### Supply network

Scale bar: 20 um. Pins as bars on the die edge. Tap cells in gray.
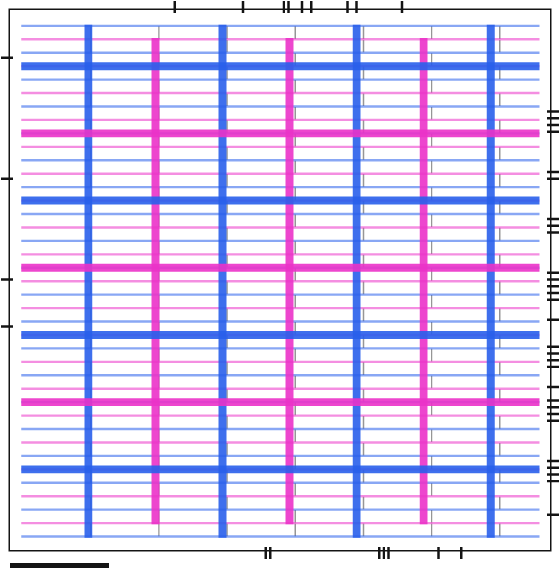
### Wires at chosen ports, followed through buffers

Scale bar: 20 um.
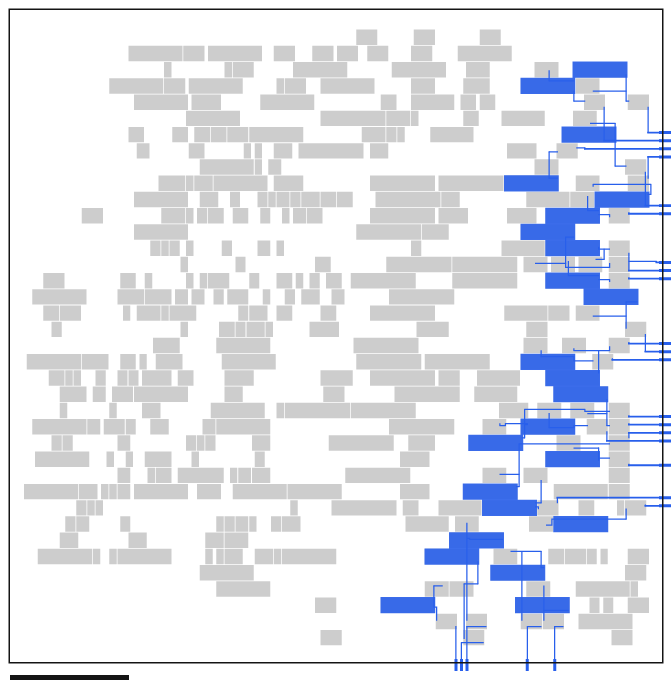
### Cell placement

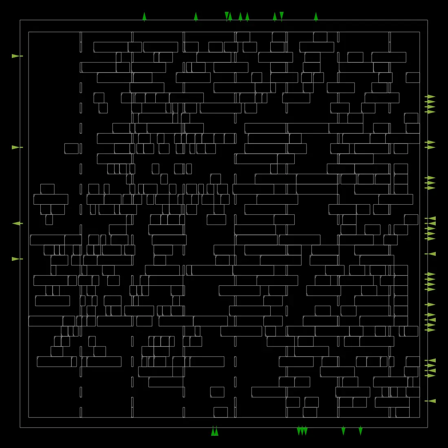
### Wiring heat map

22 x 22 tiles, from dark blue (low) to red (high), scaled to the fullest tile. Values are wire area over tile area, all layers added.
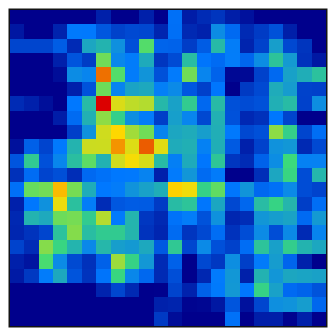
==> src/rtl/msg_rx_pkg.sv <==
// Shared types and constants for the msg_rx_frame receiver: FSM states,
// rejection codes, default framing bytes and the default unit-code table.
package msg_rx_pkg;

    typedef enum logic [1:0] {
        IDLE  = 2'd0,
        RECV  = 2'd1,
        PARSE = 2'd2
    } state_t;

    localparam logic [2:0] ERR_NONE    = 3'd0;
    localparam logic [2:0] ERR_OVFL    = 3'd1;
    localparam logic [2:0] ERR_SHORT   = 3'd2;
    localparam logic [2:0] ERR_UNKNOWN = 3'd3;
    localparam logic [2:0] ERR_TIMEOUT = 3'd4;
    localparam logic [2:0] ERR_OVERRUN = 3'd5;
    localparam logic [2:0] ERR_CSUM    = 3'd6;

    localparam logic [7:0] SOF_DEFAULT = 8'h23;
    localparam logic [7:0] EOF_DEFAULT = 8'h0A;

    // First character lands in the high byte, matching how the code arrives on the wire.
    function automatic logic [15:0] pack_code(input logic [7:0] first, input logic [7:0] second);
        return {first, second};
    endfunction

    // Entry 0 sits in the low 16 bits, so "CU" is unit 0 and "RU" is unit 2.
    localparam logic [47:0] UNIT_CODES_DEFAULT = {pack_code("R", "U"), pack_code("E", "U"), pack_code("C", "U")};

endpackage

==> src/rtl/msg_unit_decode.sv <==
// Combinational lookup of a 16-bit unit code in the code table; the lowest
// matching entry wins.
module msg_unit_decode
    import msg_rx_pkg::*;
#(
    parameter int                        NUM_UNITS  = 3,
    parameter logic [NUM_UNITS*16-1:0]   UNIT_CODES = UNIT_CODES_DEFAULT,
    localparam int                       UNIT_W     = (NUM_UNITS > 1) ? $clog2(NUM_UNITS) : 1
) (
    input  logic [15:0]       code,
    output logic              hit,
    output logic [UNIT_W-1:0] idx
);

    always_comb begin
        hit = 1'b0;
        idx = '0;
        // Scan from the top down so the lowest matching index is the one left standing.
        for (int k = NUM_UNITS - 1; k >= 0; k--) begin
            if (UNIT_CODES[16*k +: 16] == code) begin
                hit = 1'b1;
                idx = UNIT_W'(k);
            end
        end
    end

endmodule

==> src/rtl/msg_rx_frame.sv <==
// Variable-length SOF/payload/EOF frame receiver with unit-code decode, sticky
// per-unit flags and inter-byte timeout. Define MSG_RX_CHECKSUM_EN for an XOR checksum byte before EOF.
module msg_rx_frame
    import msg_rx_pkg::*;
#(
    parameter int                      MAX_LEN     = 16,
    parameter int                      NUM_UNITS   = 3,
    parameter logic [NUM_UNITS*16-1:0] UNIT_CODES  = UNIT_CODES_DEFAULT,
    parameter logic [7:0]              SOF_BYTE    = SOF_DEFAULT,
    parameter logic [7:0]              EOF_BYTE    = EOF_DEFAULT,
    parameter int                      TYPE_OFS    = 4,
    parameter int                      ID_OFS      = 7,
    parameter int                      TIMEOUT_CYC = 43390,
    localparam int                     UNIT_W      = (NUM_UNITS > 1) ? $clog2(NUM_UNITS) : 1
) (
    input  logic                   clk_50M,
    input  logic                   rst_n,
    input  logic [7:0]             rx_byte,
    input  logic                   rx_valid,
    input  logic [NUM_UNITS-1:0]   unit_clr,
    output logic [NUM_UNITS-1:0]   unit_active,
    output logic [NUM_UNITS*8-1:0] unit_id,
    output logic                   msg_valid,
    output logic [UNIT_W-1:0]      msg_unit,
    output logic                   msg_err,
    output logic [2:0]             err_code,
    output logic                   busy
);

    localparam int IDX_W = $clog2(MAX_LEN);
    localparam int TO_W  = (TIMEOUT_CYC > 1) ? $clog2(TIMEOUT_CYC) : 1;
    localparam logic [IDX_W-1:0] LAST_IDX = IDX_W'(MAX_LEN - 1);
    localparam logic [TO_W-1:0]  TO_LAST  = TO_W'(TIMEOUT_CYC - 1);
`ifdef MSG_RX_CHECKSUM_EN
    localparam int MIN_EOF = ID_OFS + 2;
`else
    localparam int MIN_EOF = ID_OFS + 1;
`endif
    localparam logic [IDX_W-1:0] MIN_EOF_IDX = IDX_W'(MIN_EOF);

    state_t             state, state_next;
    logic [IDX_W-1:0]   wr_idx, idx_next;
    logic [TO_W-1:0]    to_cnt, cnt_next;
    logic               restart, store;
    logic               ev_ok, ev_err;
    logic [2:0]         ev_code;
    logic [7:0]         frame_buf [MAX_LEN];
    logic               dec_hit;
    logic [UNIT_W-1:0]  dec_idx;
    logic               csum_bad;

    logic               ev_ok_p1, ev_err_p1;
    logic [2:0]         ev_code_p1;
    logic [UNIT_W-1:0]  ev_unit_p1;
    logic [7:0]         ev_id_p1;

    msg_unit_decode #(
        .NUM_UNITS  (NUM_UNITS),
        .UNIT_CODES (UNIT_CODES)
    ) u_decode (
        .code (pack_code(frame_buf[TYPE_OFS], frame_buf[TYPE_OFS+1])),
        .hit  (dec_hit),
        .idx  (dec_idx)
    );

`ifdef MSG_RX_CHECKSUM_EN
    // Running XOR of SOF..checksum; a correct checksum byte brings it back to zero.
    logic [7:0] csum;
    always_ff @(posedge clk_50M) begin
        if (restart) begin
            csum <= rx_byte;
        end else if (store && rx_byte != EOF_BYTE) begin
            csum <= csum ^ rx_byte;
        end
    end
    assign csum_bad = (csum != 8'h00);
`else
    assign csum_bad = 1'b0;
`endif

    always_comb begin
        state_next = state;
        idx_next   = wr_idx;
        cnt_next   = to_cnt;
        restart    = 1'b0;
        store      = 1'b0;
        ev_ok      = 1'b0;
        ev_err     = 1'b0;
        ev_code    = ERR_NONE;
        case (state)
            IDLE: begin
                cnt_next = '0;
                if (rx_valid && rx_byte == SOF_BYTE) begin
                    restart    = 1'b1;
                    idx_next   = IDX_W'(1);
                    state_next = RECV;
                end
            end
            RECV: begin
                if (rx_valid) begin
                    cnt_next = '0;
                    if (rx_byte == SOF_BYTE) begin
                        restart  = 1'b1;
                        idx_next = IDX_W'(1);
                    end else if (rx_byte == EOF_BYTE) begin
                        store      = 1'b1;
                        state_next = PARSE;
                    end else if (wr_idx == LAST_IDX) begin
                        ev_err     = 1'b1;
                        ev_code    = ERR_OVFL;
                        idx_next   = '0;
                        state_next = IDLE;
                    end else begin
                        store    = 1'b1;
                        idx_next = wr_idx + IDX_W'(1);
                    end
                end else if (to_cnt == TO_LAST) begin
                    ev_err     = 1'b1;
                    ev_code    = ERR_TIMEOUT;
                    idx_next   = '0;
                    cnt_next   = '0;
                    state_next = IDLE;
                end else begin
                    cnt_next = to_cnt + TO_W'(1);
                end
            end
            PARSE: begin
                // wr_idx still points at the stored EOF, so it doubles as the frame length check.
                state_next = IDLE;
                idx_next   = '0;
                cnt_next   = '0;
                ev_err     = 1'b1;
                if (rx_valid) begin
                    ev_code = ERR_OVERRUN;
                end else if (wr_idx < MIN_EOF_IDX) begin
                    ev_code = ERR_SHORT;
                end else if (csum_bad) begin
                    ev_code = ERR_CSUM;
                end else if (!dec_hit) begin
                    ev_code = ERR_UNKNOWN;
                end else begin
                    ev_err = 1'b0;
                    ev_ok  = 1'b1;
                end
            end
            default: state_next = IDLE;
        endcase
    end

    always_ff @(posedge clk_50M or negedge rst_n) begin
        if (!rst_n) begin
            state  <= IDLE;
            wr_idx <= '0;
            to_cnt <= '0;
        end else begin
            state  <= state_next;
            wr_idx <= idx_next;
            to_cnt <= cnt_next;
        end
    end

    always_ff @(posedge clk_50M) begin
        if (restart) begin
            frame_buf[0] <= rx_byte;
        end else if (store) begin
            frame_buf[wr_idx] <= rx_byte;
        end
    end

    // Stage p1: registered parse/abort decision
    always_ff @(posedge clk_50M or negedge rst_n) begin
        if (!rst_n) begin
            ev_ok_p1   <= 1'b0;
            ev_err_p1  <= 1'b0;
            ev_code_p1 <= ERR_NONE;
        end else begin
            ev_ok_p1   <= ev_ok;
            ev_err_p1  <= ev_err;
            ev_code_p1 <= ev_code;
        end
    end

    always_ff @(posedge clk_50M) begin
        ev_unit_p1 <= dec_idx;
        ev_id_p1   <= frame_buf[ID_OFS];
    end

    // Stage p2: outputs and sticky unit state
    always_ff @(posedge clk_50M or negedge rst_n) begin
        if (!rst_n) begin
            msg_valid   <= 1'b0;
            msg_err     <= 1'b0;
            msg_unit    <= '0;
            err_code    <= ERR_NONE;
            unit_active <= '0;
            unit_id     <= '0;
        end else begin
            msg_valid <= ev_ok_p1;
            msg_err   <= ev_err_p1;
            if (ev_ok_p1) begin
                msg_unit <= ev_unit_p1;
                err_code <= ERR_NONE;
            end else if (ev_err_p1) begin
                err_code <= ev_code_p1;
            end
            for (int k = 0; k < NUM_UNITS; k++) begin
                if (ev_ok_p1 && ev_unit_p1 == UNIT_W'(k)) begin
                    unit_active[k]    <= 1'b1;
                    unit_id[8*k +: 8] <= ev_id_p1;
                end else if (unit_clr[k]) begin
                    unit_active[k] <= 1'b0;
                end
            end
        end
    end

    assign busy = (state != IDLE);

endmodule
==> config.mk <==
export PLATFORM = sky130hd
export DESIGN_NAME = msg_rx_frame
export DESIGN_NICKNAME = d
export VERILOG_FILES = /design/src/rtl/msg_rx_pkg.sv /design/src/rtl/msg_unit_decode.sv /design/src/rtl/msg_rx_frame.sv
export SDC_FILE = /design/constraint.sdc
export NUM_CORES = 1
export LEC_CHECK = 0
export ABC_CLOCK_PERIOD_IN_PS = 2880
export CAP_MARGIN = 20
export CORE_MARGIN = 2
export CORE_UTILIZATION = 35
export CTS_BUF_LIST = sky130_fd_sc_hd__clkbuf_4 sky130_fd_sc_hd__clkbuf_8
export DETAILED_ROUTE_END_ITERATION = 7
export PLACE_DENSITY_LB_ADDON = 0.08
export SLEW_MARGIN = 40
export SYNTH_ARGS = -nofsm -noshare
export SYNTH_HDL_FRONTEND = slang
export SYNTH_HIERARCHICAL = 1
export SYNTH_SLANG_ARGS = --single-unit
==> constraint.sdc <==
create_clock -name clk_50M -period 2.88 [get_ports clk_50M]
set_clock_uncertainty 0.2 [all_clocks]
set_input_delay 0.288 -clock clk_50M [delete_from_list [all_inputs] [get_ports clk_50M]]
set_output_delay 0.288 -clock clk_50M [all_outputs]
set_load 0.03 [all_outputs]
==> design notes <==
The run finished with clean final reports. OpenSTA lists the critical path startpoint as state[0]. Setup repair after global routing left no endpoint under its margin. The root cell of the clock tree is sky130_fd_sc_hd__clkbuf_8. For flop-to-flop paths, the worst setup slack is 0.63 ns. The first global-routing pass estimated 12,240 um of wire. Leaving out fill and tap cells, the most frequent cell in the layout is sky130_fd_sc_hd__dfrtp_1. The switching power summed over all nets came out at 0.0007341 W. The area enclosed by the die boundary was 11,940 um^2. The timing report gives the biggest stage delay along the critical path as 0.69 ns. The number of CTS-inserted buffers was 9. The area share of and/or/nand/nor cells after synthesis was 15.45%.

The tools report the yosys synthesis chip area as 3880 um^2. The share of cells above drive strength 1 came out at 17.03%. For the post-synthesis instance total, the log shows 294. The slowest cell on the critical path was sky130_fd_sc_hd__clkdlybuf4s50_1. Per the timing report, the most critical flop-to-flop path originates at state[0]. The multi-input combinational cells in the finished layout cover a total of 1373 um^2. The worst register-to-register path depth is 5.

For the placeable core area, the log shows 10,840 um^2. The final period utilization was 82.53%; the post-detailed-placement cell area was 4579 um^2. Summed over all nets, the half-perimeter wirelength after detailed placement is 5253 um. TritonCTS built the clock tree.

The library cells used most frequently in the layout, excluding fill and tap cells, are sky130_fd_sc_hd__dfrtp_1 (61), sky130_fd_sc_hd__clkdlybuf4s50_1 (47), sky130_fd_sc_hd__mux2_2 (26). After Yosys synthesis, full adders, half adders and majority gates account for 2.257% of the synthesized area. According to the CTS report, the clock sink count is 95.

Final worst-path setup slack: 0.5033 ns. The aggregate negative setup slack was 0 ns. The internal portion of the total power is 0.001926 W.

Summed over all layers, the routed wires come to 7321 um. The areal power density over the cells is 556.1 nW/um^2. Type of the worst setup path: reg2out.

Sequential cells burn 54.6% of the power. The filler cell count is 1,034, and the post-detailed-route count of antenna-violating nets is 0. The sequential logic power is 0.00145 W. Leading power group: sequential cells. Number of antenna violations at the first check in global routing: 0.

The number of slew-limit violations in the final report came out at 0. In the CTS report, the clock slew at the register clock pins of the worst setup and hold paths is listed as 0.10 ns. Summing every instance area after synthesis gives 3880 um^2. Number of endpoints failing setup at the final stage: 0.

The startpoint type of the worst setup path is a flip-flop.
Notes on 'Supply network' above:
color	net
blue	VSS
magenta	VDD
rows	38
met4 straps	7
met5 straps	7
Peak supply drop: 0.0003066 V
height of the die: 109.3 um
Die Wd: 109.3 um

Notes on 'Wires at chosen ports, followed through buffers' above:
color	port	bits	direction	end cells	buffers	wire
blue	unit_id	24	output	24	24	483 um
number of port buffers: 48
Ports: 49

Notes on 'Cell placement' above:
number of well taps: 140
floorplan row count: 38

Notes on 'Wiring heat map' above:
densest ninth of the die	center
mean over tiles	0.097
tiles over half the peak	8.5%
fullest tile	0.42
nearly empty tiles	17%

## routing by layer
layer,share of wire (%),GRT usage (%),vias up
li1,-,-,1202
met1,47,17.74,1200
met2,47,21.30,46
met3,4.9,4.149,12
met4,2.0,5.425,0
met5,0,0,-
## final cells by class
cell class	instances	share of cell area, %
clock buffers	11	3.164
clock inverters	5	0.9153
inverters	13	1.020
multi-input cells	183	28.69
flip-flops and latches	95	51.15
well taps	140	3.661
repair buffers	57	11.40
## worst register-to-register path: cells and delay by family (launching register included)
| kind | cells | cell delay, ns |
|---|---|---|
| AND-OR/OR-AND | 1 | 0.08 |
| adder cells (fa/ha/maj) | 1 | 0.31 |
| buffers and inverters | 1 | 0.08 |
| flip-flops | 1 | 0.40 |
| AND/OR/NAND/NOR | 2 | 1.10 |
Power figures rest on the tool's default switching activity, not on a simulated workload.
